File: config.mk
export PLATFORM = sky130hd
export DESIGN_NAME = vga_sync_flat
export DESIGN_NICKNAME = d
export VERILOG_FILES = /design/src/rtl/vga_pkg.sv /design/src/rtl/vga_sync_if.sv /design/src/rtl/vga_counter.sv /design/src/rtl/vga_sync.sv /design/src/flat_wrapper.sv
export SDC_FILE = /design/constraint.sdc
export NUM_CORES = 1
export LEC_CHECK = 0
export CAP_MARGIN = 20
export CORE_MARGIN = 1.5
export CORE_UTILIZATION = 40
export CTS_BUF_LIST = sky130_fd_sc_hd__clkbuf_4 sky130_fd_sc_hd__clkbuf_8
export CTS_CLUSTER_DIAMETER = 150
export DETAILED_ROUTE_END_ITERATION = 6
export PLACE_DENSITY = 0.79
export SYNTH_ARGS = -nofsm -noshare
export SYNTH_HDL_FRONTEND = slang
export SYNTH_HIERARCHICAL = 1
export SYNTH_SLANG_ARGS = --single-unit
File: constraint.sdc
create_clock -name clk -period 4.9 [get_ports clk]
set_input_delay 0.98 -clock clk [delete_from_list [all_inputs] [get_ports clk]]
set_output_delay 0.98 -clock clk [all_outputs]
set_load 0.005 [all_outputs]
File: src/rtl/vga_pkg.sv
// vga_pkg -- shared constants for the VGA sync generator.
// Holds the default 640x480@60 timing (pixels / lines), the derived
// totals, the coordinate and colour widths, and a helper that sizes
// the pixel-clock divider.
package vga_pkg;

  localparam int COORD_W = 11;
  localparam int COLOR_W = 3;
  localparam int FCNT_W  = 16;

  localparam int H_VISIBLE_DEF = 640;
  localparam int H_FRONT_DEF   = 16;
  localparam int H_SYNC_DEF    = 96;
  localparam int H_BACK_DEF    = 48;
  localparam int H_TOTAL_DEF   = H_VISIBLE_DEF + H_FRONT_DEF + H_SYNC_DEF + H_BACK_DEF;

  localparam int V_VISIBLE_DEF = 480;
  localparam int V_FRONT_DEF   = 10;
  localparam int V_SYNC_DEF    = 2;
  localparam int V_BACK_DEF    = 33;
  localparam int V_TOTAL_DEF   = V_VISIBLE_DEF + V_FRONT_DEF + V_SYNC_DEF + V_BACK_DEF;

  // A divide-by-1 still needs a 1-bit register so the port width is legal.
  function automatic int div_width(int clk_div);
    return (clk_div > 1) ? $clog2(clk_div) : 1;
  endfunction

endpackage

File: src/rtl/vga_sync_if.sv
// vga_sync_if -- bundle between the sync generator, the pixel renderer
// and the DAC side.
//   x, y          : current pixel coordinate (generator -> renderer)
//   r, g, b       : renderer colour for x, y, combinational (renderer -> generator)
//   vga_r/g/b     : registered colour to the DAC
//   hsync, vsync  : active-low sync pulses
//   active        : displayed pixel is inside the visible area
//   frame_start   : one-clk pulse when x=0, y=0 is presented
//   frame_count   : completed-frame counter (zero when the counter is not built)
// There is no handshake: the renderer is a pure function of x, y and the
// generator samples r, g, b on every pixel tick.
interface vga_sync_if;
  import vga_pkg::*;

  logic [COORD_W-1:0] x;
  logic [COORD_W-1:0] y;
  logic [COLOR_W-1:0] r;
  logic [COLOR_W-1:0] g;
  logic [COLOR_W-1:0] b;
  logic [COLOR_W-1:0] vga_r;
  logic [COLOR_W-1:0] vga_g;
  logic [COLOR_W-1:0] vga_b;
  logic               hsync;
  logic               vsync;
  logic               active;
  logic               frame_start;
  logic [FCNT_W-1:0]  frame_count;

  modport master (
    output x, y, vga_r, vga_g, vga_b, hsync, vsync, active, frame_start, frame_count,
    input  r, g, b
  );

  modport slave (
    input  x, y, vga_r, vga_g, vga_b, hsync, vsync, active, frame_start, frame_count,
    output r, g, b
  );
endinterface

File: src/rtl/vga_counter.sv
// vga_counter -- modulo-MODULUS up counter with enable.
//   clk, rst : clock, asynchronous active-high reset (count -> 0)
//   en       : advance by one on this clk
//   count    : current value, 0..MODULUS-1
//   wrap     : combinational, high on the enabled clk that returns count to 0
module vga_counter #(
  parameter int MODULUS = 800,
  parameter int W       = 11
) (
  input  logic         clk,
  input  logic         rst,
  input  logic         en,
  output logic [W-1:0] count,
  output logic         wrap
);

  localparam logic [W-1:0] LAST = W'(MODULUS - 1);

  assign wrap = en && (count == LAST);

  always_ff @(posedge clk or posedge rst) begin
    if (rst) begin
      count <= '0;
    end else if (en) begin
      count <= wrap ? '0 : count + 1'b1;
    end
  end

endmodule

File: src/rtl/vga_sync.sv
// vga_sync -- VGA timing generator with a registered output stage.
//   clk  : system clock
//   rst  : asynchronous active-high reset
//   bus  : vga_sync_if.master (coordinates out, renderer colour in,
//          DAC colour / syncs / active / frame_start / frame_count out)
// A pixel tick fires every CLK_DIV clks. x, y advance on each tick; the
// output stage samples the current x, y and the renderer colour on the
// same tick, so everything toward the DAC lags x, y by exactly one tick.
// Optional build macro VGA_SYNC_FRAME_CNT_EN adds the frame counter;
// without it frame_count is tied to zero.
module vga_sync
  import vga_pkg::*;
#(
  parameter int CLK_DIV   = 2,
  parameter int H_VISIBLE = H_VISIBLE_DEF,
  parameter int H_FRONT   = H_FRONT_DEF,
  parameter int H_SYNC    = H_SYNC_DEF,
  parameter int H_BACK    = H_BACK_DEF,
  parameter int V_VISIBLE = V_VISIBLE_DEF,
  parameter int V_FRONT   = V_FRONT_DEF,
  parameter int V_SYNC    = V_SYNC_DEF,
  parameter int V_BACK    = V_BACK_DEF
) (
  input  logic      clk,
  input  logic      rst,
  vga_sync_if.master bus
);

  localparam int H_TOTAL = H_VISIBLE + H_FRONT + H_SYNC + H_BACK;
  localparam int V_TOTAL = V_VISIBLE + V_FRONT + V_SYNC + V_BACK;
  localparam int DIV_W   = div_width(CLK_DIV);

  localparam logic [DIV_W-1:0]   DIV_LAST = DIV_W'(CLK_DIV - 1);
  localparam logic [COORD_W-1:0] H_VIS    = COORD_W'(H_VISIBLE);
  localparam logic [COORD_W-1:0] V_VIS    = COORD_W'(V_VISIBLE);
  localparam logic [COORD_W-1:0] HS_START = COORD_W'(H_VISIBLE + H_FRONT);
  localparam logic [COORD_W-1:0] HS_END   = COORD_W'(H_VISIBLE + H_FRONT + H_SYNC);
  localparam logic [COORD_W-1:0] VS_START = COORD_W'(V_VISIBLE + V_FRONT);
  localparam logic [COORD_W-1:0] VS_END   = COORD_W'(V_VISIBLE + V_FRONT + V_SYNC);

  logic [DIV_W-1:0]   div;
  logic               tick;
  logic [COORD_W-1:0] x;
  logic [COORD_W-1:0] y;
  logic               x_wrap;
  logic               y_wrap;
  logic               visible;
  logic               hs_zone;
  logic               vs_zone;
  logic               frame_pulse;

  // Pixel-clock divider. With CLK_DIV=1 div stays 0 and tick is constant 1.
  assign tick = (div == DIV_LAST);

  always_ff @(posedge clk or posedge rst) begin
    if (rst) begin
      div <= '0;
    end else begin
      div <= tick ? '0 : div + 1'b1;
    end
  end

  vga_counter #(.MODULUS(H_TOTAL), .W(COORD_W)) u_x (
    .clk   (clk),
    .rst   (rst),
    .en    (tick),
    .count (x),
    .wrap  (x_wrap)
  );

  vga_counter #(.MODULUS(V_TOTAL), .W(COORD_W)) u_y (
    .clk   (clk),
    .rst   (rst),
    .en    (x_wrap),
    .count (y),
    .wrap  (y_wrap)
  );

  assign bus.x = x;
  assign bus.y = y;

  assign visible = (x < H_VIS) && (y < V_VIS);
  assign hs_zone = (x >= HS_START) && (x < HS_END);
  assign vs_zone = (y >= VS_START) && (y < VS_END);

  // y_wrap already implies tick and x_wrap: this is the tick that moves
  // the coordinate to 0,0. Reset itself never produces it.
  assign frame_pulse = y_wrap;

  always_ff @(posedge clk or posedge rst) begin
    if (rst) begin
      bus.vga_r       <= '0;
      bus.vga_g       <= '0;
      bus.vga_b       <= '0;
      bus.hsync       <= 1'b1;
      bus.vsync       <= 1'b1;
      bus.active      <= 1'b0;
      bus.frame_start <= 1'b0;
    end else begin
      bus.frame_start <= frame_pulse;
      if (tick) begin
        bus.vga_r  <= visible ? bus.r : '0;
        bus.vga_g  <= visible ? bus.g : '0;
        bus.vga_b  <= visible ? bus.b : '0;
        bus.hsync  <= ~hs_zone;
        bus.vsync  <= ~vs_zone;
        bus.active <= visible;
      end
    end
  end

`ifdef VGA_SYNC_FRAME_CNT_EN
  logic [FCNT_W-1:0] frame_count;

  // Counts on the same edge that raises frame_start; wraps mod 2^16.
  always_ff @(posedge clk or posedge rst) begin
    if (rst) begin
      frame_count <= '0;
    end else if (frame_pulse) begin
      frame_count <= frame_count + 1'b1;
    end
  end

  assign bus.frame_count = frame_count;
`else
  assign bus.frame_count = '0;
`endif

endmodule

File: src/flat_wrapper.sv
// flat-port wrapper written by rule: the top's interface ports become plain ports
module vga_sync_flat import vga_pkg::*;
#(
  parameter int CLK_DIV   = 2,
  parameter int H_VISIBLE = H_VISIBLE_DEF,
  parameter int H_FRONT   = H_FRONT_DEF,
  parameter int H_SYNC    = H_SYNC_DEF,
  parameter int H_BACK    = H_BACK_DEF,
  parameter int V_VISIBLE = V_VISIBLE_DEF,
  parameter int V_FRONT   = V_FRONT_DEF,
  parameter int V_SYNC    = V_SYNC_DEF,
  parameter int V_BACK    = V_BACK_DEF
)
  (clk, rst, bus_x, bus_y, bus_vga_r, bus_vga_g, bus_vga_b, bus_hsync, bus_vsync, bus_active, bus_frame_start, bus_frame_count, bus_r, bus_g, bus_b);
  vga_sync_if bus_i ();
  input  logic clk;
  input  logic rst;
  output wire logic [$bits(bus_i.x)-1:0] bus_x;
  output wire logic [$bits(bus_i.y)-1:0] bus_y;
  output wire logic [$bits(bus_i.vga_r)-1:0] bus_vga_r;
  output wire logic [$bits(bus_i.vga_g)-1:0] bus_vga_g;
  output wire logic [$bits(bus_i.vga_b)-1:0] bus_vga_b;
  output wire logic [$bits(bus_i.hsync)-1:0] bus_hsync;
  output wire logic [$bits(bus_i.vsync)-1:0] bus_vsync;
  output wire logic [$bits(bus_i.active)-1:0] bus_active;
  output wire logic [$bits(bus_i.frame_start)-1:0] bus_frame_start;
  output wire logic [$bits(bus_i.frame_count)-1:0] bus_frame_count;
  input wire logic [$bits(bus_i.r)-1:0] bus_r;
  input wire logic [$bits(bus_i.g)-1:0] bus_g;
  input wire logic [$bits(bus_i.b)-1:0] bus_b;
  assign bus_x = bus_i.x;
  assign bus_y = bus_i.y;
  assign bus_vga_r = bus_i.vga_r;
  assign bus_vga_g = bus_i.vga_g;
  assign bus_vga_b = bus_i.vga_b;
  assign bus_hsync = bus_i.hsync;
  assign bus_vsync = bus_i.vsync;
  assign bus_active = bus_i.active;
  assign bus_frame_start = bus_i.frame_start;
  assign bus_frame_count = bus_i.frame_count;
  assign bus_i.r = bus_r;
  assign bus_i.g = bus_g;
  assign bus_i.b = bus_b;
  vga_sync #(.CLK_DIV(CLK_DIV), .H_VISIBLE(H_VISIBLE), .H_FRONT(H_FRONT), .H_SYNC(H_SYNC), .H_BACK(H_BACK), .V_VISIBLE(V_VISIBLE), .V_FRONT(V_FRONT), .V_SYNC(V_SYNC), .V_BACK(V_BACK)) u_core (.clk(clk), .rst(rst), .bus(bus_i));
endmodule
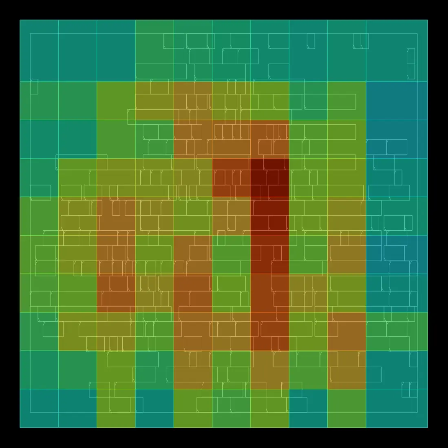
Run 1: track usage over the die
GR Util met3: 0.0566
Total GRT Usage: 0.171
routing usage on met1: 0.235
final design utilization: 0.529

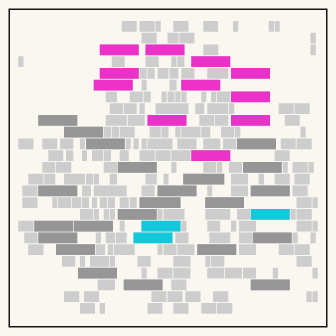
Run 1: sequential cells grouped by signal name
Other sequential cells in the stronger grey, the rest of the logic in the fainter grey.
legend:
  `u_core/bus.vga_b`:
    colour: cyan
    flops: 3
  `u_core/u_y/count`:
    colour: magenta
    flops: 11

==> qor.yml, run 1 <==
cells_and_area:
  seq_cell_count: 36
  seq_share: 0.362
  layout.cells.non_filler: 299
  lay_top_cells: "clkdlybuf4s50_1, dfrtp_1, inv_1"
  layout_top_cell: "clkdlybuf4s50_1"
  drive_above_1_share: 0.0862
  buffers_excl_clock: 45
  area_delta_synth_final_pct: 27.0
  antenna_cells: 0
  design_area_um2: 2500
  clkCellAreaFrac: 0.0391
critical_path:
  required_ns: 5.12
  max_stage_delay_ns: 0.96
  path_max_fanout: 31
  worstReg2RegEnd: "u_core/u_y/count[9]"
  cp.arrival_ns: 3.46
  timing.rr.start: "u_core/div"
  slowest_stage: "dfrtp_1"
  critPathKind: "flop to flop"
die:
  die_y_um: 73.1
  nWellTaps: 67
  die_area_um2: 5350
  ios: 62
yosys:
  syn_area_um2: 1970
  synthArstFlopShare: 1.00
  synth-edff-count: 0
  ff_type: "dfrtp_1"
  synth_cell_type_count: 46
  yosys.area_share.simple: 0.223
  top_cell: "dfrtp_1"
  yosysCellCount: 187
  synth_flops: 36
  area_leaders: "dfrtp_1, buf_4, nand4bb_1, inv_1, o32ai_1"
  netlist_top_cells_count: "dfrtp_1, inv_1, buf_4, nor2_1"
  fa_ha_area_frac: 0.0191
clocking:
  clockRootBuffer: "clkbuf_8"
  cts-resized-gates: 0
  path_clk_slew_ns: 0.07
  clk_latency_ns: 0.29
  cts_tree: "built"
pwr:
  p_sw_frac: 0.214
  p_clk_uw: 230
  internal-power_uw: 444
  p_comb_frac: 0.057
  pg_seq_uw: 303
  power-top-group: "registers"
  comb-power_uw: 32.3
sta:
  finalCritPeriodShare: 0.661
  tns_ns: 0
  worstMarginPinSlew_ns: 0.926
  finalSetupViolCount: 0
  layout_setup_ws_ns: 1.66
  drv_slew: 0
  relSlewSlack: 0.383
detailed_routing:
  drt_first_pass_iters: 4
  drc: 0
  wl_mm: 4.20
  vias_per_cell: 5.01
  drt_iter0_drc: 107
  ant_nets: 0
  vias: 1497
  routed.top_layer: "met4"
  routed-wl-met2_mm: 1.88
flow_run:
  drv_cap: 0
  log.warning_count: 27
global_route:
  busiest_layer: "met2"
  antenna_found_initial: 0
  grt_pass1_wl_mm: 6.91
place:
  preCtsSetupSlack_ns: 1.72
  numPortBuffers: 45
  post-place-cells: 291
min_path:
  min_path_cells: 2
status:
  outcome: "finished clean"
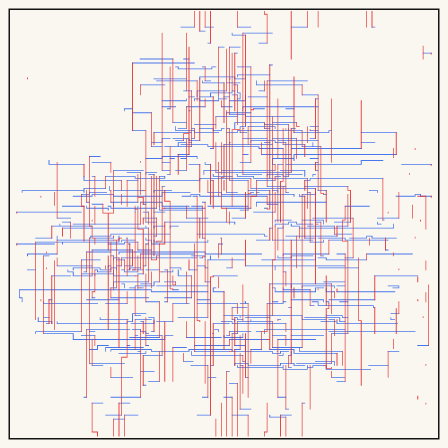
Run 1: routed metal, one colour a layer
Only two layers are drawn.
legend:
  M2:
    colour: red
    wire_length: 1880 um
  M1:
    colour: blue
    wire_length: 1980 um

==> run 2, diff against run 1 <==
clock period = 3.2 ns   (was 4.9 ns; I/O delays follow)
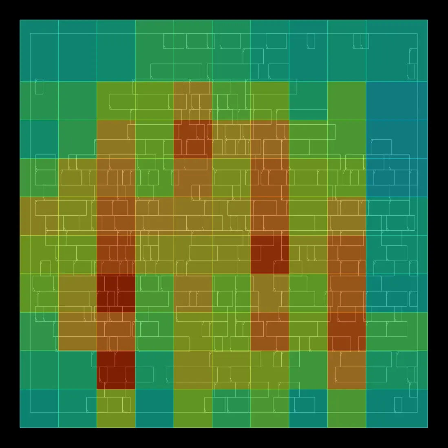
Run 2: track usage over the die
DR WL/cell: 13.7 um
final design utilization: 0.532
GR met2 Demand/Resource: 0.261

==> qor.yml, run 2 <==
critical_path:
  slowest_stage: "or4b_4"
  critPathKind: "flop to flop"
  worstReg2RegEnd: "u_core/u_y/count[9]"
  timing.rr.start: "u_core/u_x/count[5]"
  cp.arrival_ns: 2.66  # -0.80 ns
  required_ns: 3.41  # -1.71 ns
  worstPathCellList: "or4b_4 > nor4_4 > nand4_4 > or4_1 > a21oi_1"
  max_stage_delay_ns: 0.58  # -0.38 ns
  path_depth: 5
  path_max_fanout: 8  # -74%
yosys:
  top_area_cell: "dfrtp_1"
  synthArstFlopShare: 1.00  # unchanged
  yosys_warnings: 6
  area_leaders: "dfrtp_1, buf_4, nand4bb_1, inv_1, o32ai_1"
  top_logic_kind: "simple AND/OR/NAND/NOR gates"
  syn_area_um2: 1970  # unchanged
  ff_type: "dfrtp_1"
  fa_ha_area_frac: 0.0191  # unchanged
  mux_share: 0.0108
  synth_cell_type_count: 46  # unchanged
  yosys_area_um2: 1970
  yosys.area_share.simple: 0.223  # unchanged
  yosysCellCount: 187  # unchanged
  synth-edff-count: 0  # unchanged
  netlist_top_cells_count: "dfrtp_1, inv_1, buf_4, nor2_1"
  top_cell: "dfrtp_1"
  synth_flops: 36  # unchanged
place:
  dp_hpwl_mm: 2.97
  preCtsSetupSlack_ns: 0.795  # -0.924 ns
  post-place-cells: 293  # +0.69%
  numPortBuffers: 45  # unchanged
  place_area_um2: 2420
detailed_routing:
  drc: 0  # unchanged
  routed-wl-met2_mm: 1.95  # +3.8%
  ant_nets: 0  # unchanged
  drt_iter0_drc: 161  # +50%
  routed.top_layer: "met4"
  wl_mm: 4.13  # -1.8%
  vias_per_cell: 4.94  # -1.3%
  vias: 1487  # -0.67%
  drt_first_pass_iters: 4  # unchanged
pwr:
  comb-power_uw: 49.2  # +52%
  p_sw_frac: 0.208  # -0.00637
  pg_seq_uw: 464  # +53%
  internal-power_uw: 680  # +53%
  p_clk_uw: 345  # +50%
  power-top-group: "registers"
  p_comb_frac: 0.057  # about the same
  ir_drop_v: 0.000167
cells_and_area:
  buf_share: 0.185
  area_delta_synth_final_pct: 27.7
  layout.area.seq_um2: 903
  layout_top_cell: "clkdlybuf4s50_1"
  layout.cells.non_filler: 301  # +0.67%
  drive_above_1_share: 0.0940  # +0.00781
  seq_cell_count: 36  # unchanged
  inverters_excl_clock: 21
  buffers_excl_clock: 47  # +4.4%
  nets: 247
  layout.area.comb_um2: 885
  clkCellAreaFrac: 0.0388  # -0.000233
  design_area_um2: 2510  # +0.60%
  antenna_cells: 0  # unchanged
  lay_top_cells: "clkdlybuf4s50_1, dfrtp_1, inv_1"
  seq_share: 0.359  # -0.00216
global_route:
  grt_usage: 0.171  # about the same
  grt_pass1_wl_mm: 6.89  # -0.29%
  use_met3: 0.0401  # -0.0166
  first_global_vias: 1432
  antenna_found_initial: 0  # unchanged
  grt_use_met1: 0.228  # -0.00732
  busiest_layer: "met2"
clocking:
  path_clk_slew_ns: 0.07  # about the same
  cts_tree: "built"
  cts-resized-gates: 0  # unchanged
  clockRootBuffer: "clkbuf_8"
  clk_latency_ns: 0.29  # about the same
  h-tree-depth: 2
die:
  die_area_um2: 5350  # unchanged
  fp-utilization: 0.417
  nWellTaps: 67  # unchanged
  ios: 62  # unchanged
  die_y_um: 73.1  # unchanged
flow_run:
  log.warning_count: 27  # unchanged
  drv_cap: 0  # unchanged
sta:
  layout_setup_ws_ns: 0.751  # -0.910 ns
  worstMarginPinSlew_ns: 0.552  # -0.374 ns
  drv_slew: 0  # unchanged
  tns_ns: 0  # unchanged
  relSlewSlack: 0.631  # +0.249
  finalCritPeriodShare: 0.765  # +0.104
  finalHoldViolations: 0
  finalSetupViolCount: 0  # unchanged
min_path:
  min_path_cells: 2  # unchanged
  hold_path.class: "flop to flop"
status:
  outcome: "finished clean"
==> run 3, diff against run 2 <==
clock period = 2.55 ns   (was 3.2 ns; I/O delays follow)
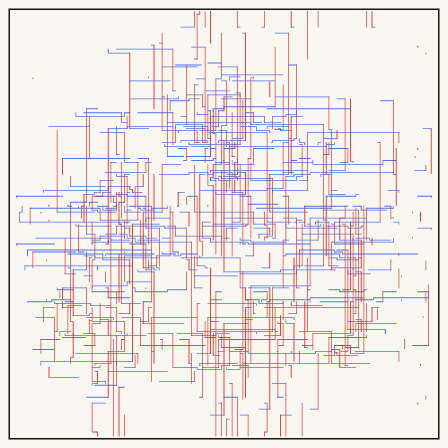
Run 3: routed metal, one colour a layer
Only two layers are drawn.
legend:
  M1:
    colour: blue
    wire_length: 1930 um
  M2:
    colour: red
    wire_length: 2040 um

==> qor.yml, run 3 <==
yosys:
  synth_flops: 36  # unchanged
  fa_ha_area_frac: 0.0191  # unchanged
  syn_area_um2: 1970  # unchanged
  netlist_top_cells_count: "dfrtp_1, inv_1, buf_4, nor2_1"
  yosys_warnings: 6  # unchanged
  synthArstFlopShare: 1.00  # unchanged
  ff_type: "dfrtp_1"
  top_cell: "dfrtp_1"
  area_leaders: "dfrtp_1, buf_4, nand4bb_1, inv_1, o32ai_1"
  mux_share: 0.0108  # unchanged
cells_and_area:
  lay_top_cells: "clkdlybuf4s50_1, dfrtp_1, inv_1"
  fin_util: 0.535  # +0.00291
  buffers_excl_clock: 47  # unchanged
  buf_share: 0.184  # -0.00101
  area_delta_synth_final_pct: 28.4
  layout.area.comb_um2: 885  # unchanged
  clkCellAreaFrac: 0.0441  # +0.00523
  drive_above_1_share: 0.0940  # unchanged
  layout.area.seq_um2: 903  # unchanged
  seq_share: 0.357  # -0.00196
  layout_top_cell: "clkdlybuf4s50_1"
  antenna_cells: 0  # unchanged
  design_area_um2: 2530  # +0.55%
  nets: 247  # unchanged
  layout.cells.non_filler: 301  # unchanged
  inverters_excl_clock: 21  # unchanged
pwr:
  comb-power_uw: 62.0  # +26%
  ir_drop_v: 0.000261  # +56%
  internal-power_uw: 900  # +32%
  p_sw_frac: 0.216  # +0.00758
  p_comb_frac: 0.054  # -0.003
  p_clk_uw: 504  # +46%
  power-top-group: "registers"
detailed_routing:
  vias_per_cell: 5.05  # +2.2%
  ant_nets: 0  # unchanged
  drt_first_pass_iters: 4  # unchanged
  routed.top_layer: "met4"
  wl_mm: 4.31  # +4.5%
  drc: 0  # unchanged
  drt_iter0_drc: 58  # -64%
  routed-wl-met2_mm: 2.04  # +4.5%
  vias: 1520  # +2.2%
  wl_per_cell_um: 14.3  # +4.5%
critical_path:
  timing.rr.start: "u_core/u_x/count[5]"
  slowest_stage: "or4b_4"
  worstReg2RegEnd: "u_core/u_y/count[9]"
  path_max_fanout: 8  # unchanged
  critPathKind: "flop to flop"
  required_ns: 2.77  # -0.64 ns
  worstPathCellList: "or4b_4 > nor4_4 > nand4_4 > or4_1 > a21oi_1"
  max_stage_delay_ns: 0.58  # about the same
  cp.arrival_ns: 2.47  # -0.19 ns
place:
  post-place-cells: 293  # unchanged
  place_area_um2: 2420  # unchanged
  dp_hpwl_mm: 3.08  # +4.0%
  numPortBuffers: 45  # unchanged
sta:
  finalCritPeriodShare: 0.883  # +0.118
  drv_slew: 0  # unchanged
  layout_setup_ws_ns: 0.297  # -0.453 ns
  worstMarginPinSlew_ns: 0.576  # +0.0242 ns
  finalSetupViolCount: 0  # unchanged
  relSlewSlack: 0.615  # -0.0161
  finalHoldViolations: 0  # unchanged
status:
  outcome: "finished clean"
clocking:
  clockRootBuffer: "clkbuf_8"
  h-tree-depth: 2  # unchanged
  path_clk_slew_ns: 0.08  # about the same
  cts-resized-gates: 0  # unchanged
  clk_latency_ns: 0.29  # about the same
  cts_tree: "built"
global_route:
  first_global_vias: 1425  # -0.49%
  met2_usage: 0.275  # +0.0141
  busiest_layer: "met2"
  grt_usage: 0.176  # +0.00490
  use_met3: 0.0497  # +0.00967
die:
  fp-utilization: 0.417  # unchanged
  ios: 62  # unchanged
  die_area_um2: 5350  # unchanged
  die_y_um: 73.1  # unchanged
flow_run:
  log.warning_count: 27  # unchanged
  drv_cap: 0  # unchanged
Power figures rest on the tool's default switching activity, not on a simulated workload.
